==> config.mk <==
export PLATFORM = sky130hd
export DESIGN_NAME = ram_arbiter_2p_flat
export DESIGN_NICKNAME = d
export VERILOG_FILES = /design/src/rtl/ram_arbiter_2p_if.sv /design/src/rtl/ram_arbiter_2p.sv /design/src/flat_wrapper.sv
export SDC_FILE = /design/constraint.sdc
export NUM_CORES = 1
export LEC_CHECK = 0
export CORE_ASPECT_RATIO = 1.75
export CORE_UTILIZATION = 28
export CTS_CLUSTER_DIAMETER = 60
export DETAILED_ROUTE_END_ITERATION = 6
export SLEW_MARGIN = 20
export SYNTH_ARGS = -nofsm -noshare
export SYNTH_HDL_FRONTEND = slang
export SYNTH_SLANG_ARGS = --single-unit
==> constraint.sdc <==
create_clock -name clk -period 4.4 [get_ports clk]
set_clock_uncertainty 0.15 [all_clocks]
set_input_delay 0.44 -clock clk [delete_from_list [all_inputs] [get_ports clk]]
set_output_delay 0.44 -clock clk [all_outputs]
set_load 0.005 [all_outputs]
==> src/rtl/ram_arbiter_2p_if.sv <==
// ----------------------------------------------------------------------------
// ram_arbiter_2p_if
//
// Bundles every signal between the CPU ports, the arbiter and the single-port
// RAM so the arbiter can take them as one port.
//
// Signal groups:
//   instruction port : i_req, i_addr -> i_gnt, i_rvalid, i_rdata
//   data port        : d_req, d_we, d_addr, d_wdata, d_lock
//                      -> d_gnt, d_rvalid, d_rdata
//   RAM side         : mem_address, mem_write, mem_read, mem_writedata
//                      <- mem_readdata
//   performance      : i_grant_cnt, d_grant_cnt, i_stall_cnt, d_stall_cnt
//
// Modports:
//   master : the environment (CPU core plus RAM instance)
//   slave  : the arbiter
//
// Handshake: a requester raises req with its address/data and holds all of
// them stable until it sees gnt=1 in the same cycle; the transfer completes
// at that rising edge. A granted read returns rvalid/rdata exactly one cycle
// later, with no back-pressure on the response.
// ----------------------------------------------------------------------------
interface ram_arbiter_2p_if #(
    parameter int ADDR_W = 12,
    parameter int DATA_W = 32,
    parameter int CNT_W  = 16
);
    // instruction port
    logic              i_req;
    logic [ADDR_W-1:0] i_addr;
    logic              i_gnt;
    logic              i_rvalid;
    logic [DATA_W-1:0] i_rdata;

    // data port
    logic              d_req;
    logic              d_we;
    logic [ADDR_W-1:0] d_addr;
    logic [DATA_W-1:0] d_wdata;
    logic              d_lock;
    logic              d_gnt;
    logic              d_rvalid;
    logic [DATA_W-1:0] d_rdata;

    // RAM side
    logic [ADDR_W-1:0] mem_address;
    logic              mem_write;
    logic              mem_read;
    logic [DATA_W-1:0] mem_writedata;
    logic [DATA_W-1:0] mem_readdata;

    // performance counters
    logic [CNT_W-1:0]  i_grant_cnt;
    logic [CNT_W-1:0]  d_grant_cnt;
    logic [CNT_W-1:0]  i_stall_cnt;
    logic [CNT_W-1:0]  d_stall_cnt;

    modport master (
        output i_req, i_addr,
        output d_req, d_we, d_addr, d_wdata, d_lock,
        output mem_readdata,
        input  i_gnt, i_rvalid, i_rdata,
        input  d_gnt, d_rvalid, d_rdata,
        input  mem_address, mem_write, mem_read, mem_writedata,
        input  i_grant_cnt, d_grant_cnt, i_stall_cnt, d_stall_cnt
    );

    modport slave (
        input  i_req, i_addr,
        input  d_req, d_we, d_addr, d_wdata, d_lock,
        input  mem_readdata,
        output i_gnt, i_rvalid, i_rdata,
        output d_gnt, d_rvalid, d_rdata,
        output mem_address, mem_write, mem_read, mem_writedata,
        output i_grant_cnt, d_grant_cnt, i_stall_cnt, d_stall_cnt
    );
endinterface

==> src/rtl/ram_arbiter_2p.sv <==
// ----------------------------------------------------------------------------
// ram_arbiter_2p
//
// Shares one single-port synchronous RAM between the CPU instruction-fetch
// port and data port. At most one access is granted per cycle:
//   1. an active data-port lock with d_req=1 wins,
//   2. otherwise a lone requester wins,
//   3. otherwise the port not granted most recently wins (round-robin).
// A lock (read-modify-write) is bounded: after MAX_LOCK consecutive locked
// data grants while the instruction port waits, the lock is ignored for one
// arbitration so the instruction port gets through.
// Read data, registered inside the RAM, is routed back one cycle later to the
// port that issued the read. Saturating grant/stall counters per port.
//
// Ports:
//   clk      : clock, all state updates on the rising edge
//   reset_n  : asynchronous active-low reset; grants, strobes and rvalids
//              are held low while it is asserted
//   bus      : ram_arbiter_2p_if.slave (CPU ports, RAM side, counters)
// ----------------------------------------------------------------------------
module ram_arbiter_2p #(
    parameter int ADDR_W   = 12,
    parameter int DATA_W   = 32,
    parameter int MAX_LOCK = 4,
    parameter int CNT_W    = 16
) (
    input  logic               clk,
    input  logic               reset_n,
    ram_arbiter_2p_if.slave    bus
);

    localparam logic [3:0] MAX_LOCK_L = 4'(MAX_LOCK);

    typedef enum logic {
        LK_OPEN = 1'b0,
        LK_HELD = 1'b1
    } lock_state_e;

    // ------------------------------------------------------------------
    // State
    // ------------------------------------------------------------------
    lock_state_e       lock_state_q, lock_state_d;
    logic              last_d_q, last_d_d;        // 1 = data port granted last
    logic [3:0]        lock_cnt_q, lock_cnt_d;
    logic              rd_pending_q, rd_pending_d;
    logic              rd_owner_q, rd_owner_d;    // 1 = data port owns the read
    logic [CNT_W-1:0]  i_grant_cnt_q, i_grant_cnt_d;
    logic [CNT_W-1:0]  d_grant_cnt_q, d_grant_cnt_d;
    logic [CNT_W-1:0]  i_stall_cnt_q, i_stall_cnt_d;
    logic [CNT_W-1:0]  d_stall_cnt_q, d_stall_cnt_d;

    // ------------------------------------------------------------------
    // Combinational arbitration signals
    // ------------------------------------------------------------------
    logic              i_gnt_w;
    logic              d_gnt_w;
    logic              lock_eff;
    logic              mem_read_w;
    logic              mem_write_w;
    logic [ADDR_W-1:0] addr_w;
    logic              i_rvalid_w;
    logic              d_rvalid_w;

    function automatic logic [CNT_W-1:0] sat_inc(input logic [CNT_W-1:0] v,
                                                 input logic en);
        if (en && (v != {CNT_W{1'b1}}))
            return v + CNT_W'(1);
        return v;
    endfunction

    // ------------------------------------------------------------------
    // Lock FSM and arbitration: next state and grants
    // ------------------------------------------------------------------
    always_comb begin
        i_gnt_w      = 1'b0;
        d_gnt_w      = 1'b0;
        lock_state_d = lock_state_q;
        last_d_d     = last_d_q;
        lock_cnt_d   = lock_cnt_q;

        // Once the bound is reached the lock no longer overrides round-robin.
        lock_eff = (lock_state_q == LK_HELD) && (lock_cnt_q < MAX_LOCK_L);

        // Grants are gated by reset_n so nothing is accepted during reset,
        // even with requests asserted.
        if (reset_n) begin
            if (lock_eff && bus.d_req) begin
                d_gnt_w = 1'b1;
            end else if (bus.i_req && bus.d_req) begin
                if (last_d_q) i_gnt_w = 1'b1;
                else          d_gnt_w = 1'b1;
            end else begin
                i_gnt_w = bus.i_req;
                d_gnt_w = bus.d_req;
            end
        end

        if (d_gnt_w) begin
            last_d_d     = 1'b1;
            lock_state_d = bus.d_lock ? LK_HELD : LK_OPEN;
        end else begin
            if (i_gnt_w) last_d_d = 1'b0;
            // Any cycle without a data grant (including d_req dropping)
            // releases the lock.
            lock_state_d = LK_OPEN;
        end

        // Count locked data grants that make the instruction port wait;
        // any other outcome, including an instruction grant, restarts it.
        if (d_gnt_w && bus.d_lock) begin
            if (bus.i_req && (lock_cnt_q < MAX_LOCK_L))
                lock_cnt_d = lock_cnt_q + 4'd1;
        end else begin
            lock_cnt_d = 4'd0;
        end
    end

    // ------------------------------------------------------------------
    // RAM drive
    // ------------------------------------------------------------------
    always_comb begin
        addr_w      = d_gnt_w ? bus.d_addr : bus.i_addr;
        mem_read_w  = i_gnt_w | (d_gnt_w & ~bus.d_we);
        mem_write_w = d_gnt_w & bus.d_we;
    end

    assign bus.i_gnt         = i_gnt_w;
    assign bus.d_gnt         = d_gnt_w;
    assign bus.mem_address   = addr_w;
    assign bus.mem_read      = mem_read_w;
    assign bus.mem_write     = mem_write_w;
    assign bus.mem_writedata = bus.d_wdata;

    // ------------------------------------------------------------------
    // Read response routing and counters: next state
    // ------------------------------------------------------------------
    always_comb begin
        rd_pending_d  = mem_read_w;
        rd_owner_d    = d_gnt_w;
        i_grant_cnt_d = sat_inc(i_grant_cnt_q, i_gnt_w);
        d_grant_cnt_d = sat_inc(d_grant_cnt_q, d_gnt_w);
        i_stall_cnt_d = sat_inc(i_stall_cnt_q, bus.i_req & ~i_gnt_w);
        d_stall_cnt_d = sat_inc(d_stall_cnt_q, bus.d_req & ~d_gnt_w);
    end

    // ------------------------------------------------------------------
    // State registers
    // ------------------------------------------------------------------
    always_ff @(posedge clk or negedge reset_n) begin
        if (!reset_n) begin
            lock_state_q  <= LK_OPEN;
            last_d_q      <= 1'b1;     // instruction wins the first conflict
            lock_cnt_q    <= 4'd0;
            rd_pending_q  <= 1'b0;
            rd_owner_q    <= 1'b0;
            i_grant_cnt_q <= '0;
            d_grant_cnt_q <= '0;
            i_stall_cnt_q <= '0;
            d_stall_cnt_q <= '0;
        end else begin
            lock_state_q  <= lock_state_d;
            last_d_q      <= last_d_d;
            lock_cnt_q    <= lock_cnt_d;
            rd_pending_q  <= rd_pending_d;
            rd_owner_q    <= rd_owner_d;
            i_grant_cnt_q <= i_grant_cnt_d;
            d_grant_cnt_q <= d_grant_cnt_d;
            i_stall_cnt_q <= i_stall_cnt_d;
            d_stall_cnt_q <= d_stall_cnt_d;
        end
    end

    // ------------------------------------------------------------------
    // Outputs
    // ------------------------------------------------------------------
    assign i_rvalid_w   = rd_pending_q & ~rd_owner_q;
    assign d_rvalid_w   = rd_pending_q &  rd_owner_q;

    assign bus.i_rvalid = i_rvalid_w;
    assign bus.d_rvalid = d_rvalid_w;
    assign bus.i_rdata  = i_rvalid_w ? bus.mem_readdata : {DATA_W{1'b0}};
    assign bus.d_rdata  = d_rvalid_w ? bus.mem_readdata : {DATA_W{1'b0}};

    assign bus.i_grant_cnt = i_grant_cnt_q;
    assign bus.d_grant_cnt = d_grant_cnt_q;
    assign bus.i_stall_cnt = i_stall_cnt_q;
    assign bus.d_stall_cnt = d_stall_cnt_q;

endmodule

==> src/flat_wrapper.sv <==
// flat-port wrapper written by rule: the top's interface ports become plain ports
module ram_arbiter_2p_flat 
#(
    parameter int ADDR_W   = 12,
    parameter int DATA_W   = 32,
    parameter int MAX_LOCK = 4,
    parameter int CNT_W    = 16
)
  (clk, reset_n, bus_i_req, bus_i_addr, bus_d_req, bus_d_we, bus_d_addr, bus_d_wdata, bus_d_lock, bus_mem_readdata, bus_i_gnt, bus_i_rvalid, bus_i_rdata, bus_d_gnt, bus_d_rvalid, bus_d_rdata, bus_mem_address, bus_mem_write, bus_mem_read, bus_mem_writedata, bus_i_grant_cnt, bus_d_grant_cnt, bus_i_stall_cnt, bus_d_stall_cnt);
  ram_arbiter_2p_if #(.ADDR_W(ADDR_W), .DATA_W(DATA_W), .CNT_W(CNT_W)) bus_i ();
  input  logic clk;
  input  logic reset_n;
  input wire logic [$bits(bus_i.i_req)-1:0] bus_i_req;
  input wire logic [$bits(bus_i.i_addr)-1:0] bus_i_addr;
  input wire logic [$bits(bus_i.d_req)-1:0] bus_d_req;
  input wire logic [$bits(bus_i.d_we)-1:0] bus_d_we;
  input wire logic [$bits(bus_i.d_addr)-1:0] bus_d_addr;
  input wire logic [$bits(bus_i.d_wdata)-1:0] bus_d_wdata;
  input wire logic [$bits(bus_i.d_lock)-1:0] bus_d_lock;
  input wire logic [$bits(bus_i.mem_readdata)-1:0] bus_mem_readdata;
  output wire logic [$bits(bus_i.i_gnt)-1:0] bus_i_gnt;
  output wire logic [$bits(bus_i.i_rvalid)-1:0] bus_i_rvalid;
  output wire logic [$bits(bus_i.i_rdata)-1:0] bus_i_rdata;
  output wire logic [$bits(bus_i.d_gnt)-1:0] bus_d_gnt;
  output wire logic [$bits(bus_i.d_rvalid)-1:0] bus_d_rvalid;
  output wire logic [$bits(bus_i.d_rdata)-1:0] bus_d_rdata;
  output wire logic [$bits(bus_i.mem_address)-1:0] bus_mem_address;
  output wire logic [$bits(bus_i.mem_write)-1:0] bus_mem_write;
  output wire logic [$bits(bus_i.mem_read)-1:0] bus_mem_read;
  output wire logic [$bits(bus_i.mem_writedata)-1:0] bus_mem_writedata;
  output wire logic [$bits(bus_i.i_grant_cnt)-1:0] bus_i_grant_cnt;
  output wire logic [$bits(bus_i.d_grant_cnt)-1:0] bus_d_grant_cnt;
  output wire logic [$bits(bus_i.i_stall_cnt)-1:0] bus_i_stall_cnt;
  output wire logic [$bits(bus_i.d_stall_cnt)-1:0] bus_d_stall_cnt;
  assign bus_i.i_req = bus_i_req;
  assign bus_i.i_addr = bus_i_addr;
  assign bus_i.d_req = bus_d_req;
  assign bus_i.d_we = bus_d_we;
  assign bus_i.d_addr = bus_d_addr;
  assign bus_i.d_wdata = bus_d_wdata;
  assign bus_i.d_lock = bus_d_lock;
  assign bus_i.mem_readdata = bus_mem_readdata;
  assign bus_i_gnt = bus_i.i_gnt;
  assign bus_i_rvalid = bus_i.i_rvalid;
  assign bus_i_rdata = bus_i.i_rdata;
  assign bus_d_gnt = bus_i.d_gnt;
  assign bus_d_rvalid = bus_i.d_rvalid;
  assign bus_d_rdata = bus_i.d_rdata;
  assign bus_mem_address = bus_i.mem_address;
  assign bus_mem_write = bus_i.mem_write;
  assign bus_mem_read = bus_i.mem_read;
  assign bus_mem_writedata = bus_i.mem_writedata;
  assign bus_i_grant_cnt = bus_i.i_grant_cnt;
  assign bus_d_grant_cnt = bus_i.d_grant_cnt;
  assign bus_i_stall_cnt = bus_i.i_stall_cnt;
  assign bus_d_stall_cnt = bus_i.d_stall_cnt;
  ram_arbiter_2p #(.ADDR_W(ADDR_W), .DATA_W(DATA_W), .MAX_LOCK(MAX_LOCK), .CNT_W(CNT_W)) u_core (.clk(clk), .reset_n(reset_n), .bus(bus_i));
endmodule
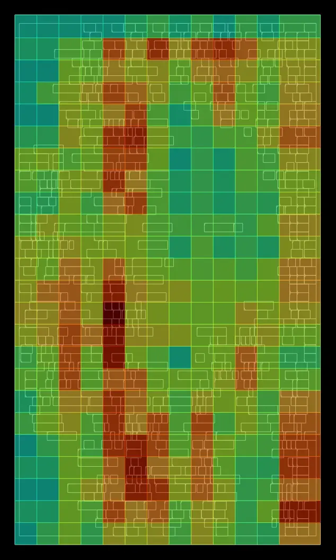
Figure 1: routing congestion map.
GRT Total Usage: 18.45%
GRT met3 Usage: 10.76%
M2 GR Usage: 32.83%
final core occ: 44.50%

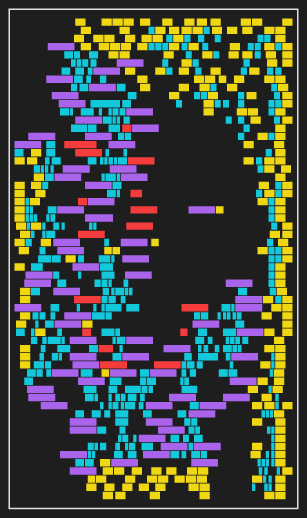
Figure 2: placed cells, one color a class.
(3 px per µm)
- clock drivers and dummy loads: red (cells 16; share of their area 4.9%)
- sequential cells: purple (cells 72; share of their area 28%)
- combinational and other logic: cyan (cells 336; share of their area 34%)
- remaining buffers and delay cells: yellow (cells 213; share of their area 33%)
FP Rows: 59
design area: 0.006635 mm²
sequential share of cell area: 27.17%
core area: 0.01491 mm²

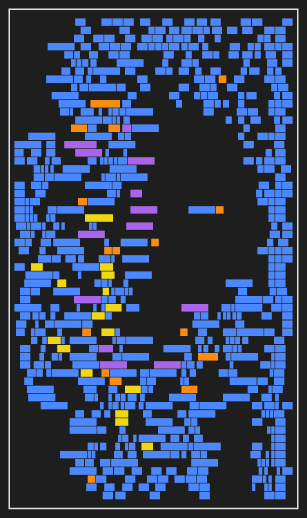
Figure 3: sizing map.
(3 px per µm)
- _2 cells: yellow (cells 16; share 2.5%)
- _0 and _1 cells: blue (cells 592; share 93%; most used clkdlybuf4s50_1)
- _3 and _4 cells: orange (cells 16; share 2.5%; most used buf_4)
- _6 and larger: purple (cells 13; share 2.0%; most used clkbuf_16)
Area Overhead vs Synth: 54.38%
non-clock buffer count: 213

==> results.py <==
# Auto-generated metrics
metrics = {
    "global_route": {
        "grt_max_degree": 76,
        "gr-total-overflow": 0,
        "busiest_layer": "met2",
        "grt_pass1_wl_mm": 21.59,
    },
    "placement": {
        "io_buffer_count": 207,
        "dpl-instance-area_mm2": 0.006321,
    },
    "setup_path": {
        "endpoint": "bus_mem_write",
        "crit_cells": 6,
        "end_kind": "output port",
        "regToRegEndpoint": "u_core.bus.d_grant_cnt[1]",
    },
    "cells_and_area": {
        "fin_cells": 820,
        "inv_count": 7,
    },
    "die": {
        "fp_util_pct": 28.82,
    },
    "clock_network": {
        "cts.path.max_buffers": 2,
        "insertion_delay_ps": 340,
    },
    "synth": {
        "synthArstFlopShare_pct": 100.0,
        "syn_area_mm2": 0.004298,
        "synth.avg_cell_area_um2": 9.425,
        "synth_cell_types": 50,
    },
    "drt": {
        "top_layer": "met4",
    },
    "job": {
        "openroad.warnings": 26,
    },
    "power": {
        "seqPwrFrac_pct": 39.3,
        "powerComb_mw": 0.664,
        "netSwitchingFraction_pct": 29.99,
    },
    "sta": {
        "tns_ps": 0,
        "max_slew_margin_pct": 38.65,
    },
    "outcome": {
        "outcome": "complete, no violations",
    },
}
Power and IR drop assume default switching activity.
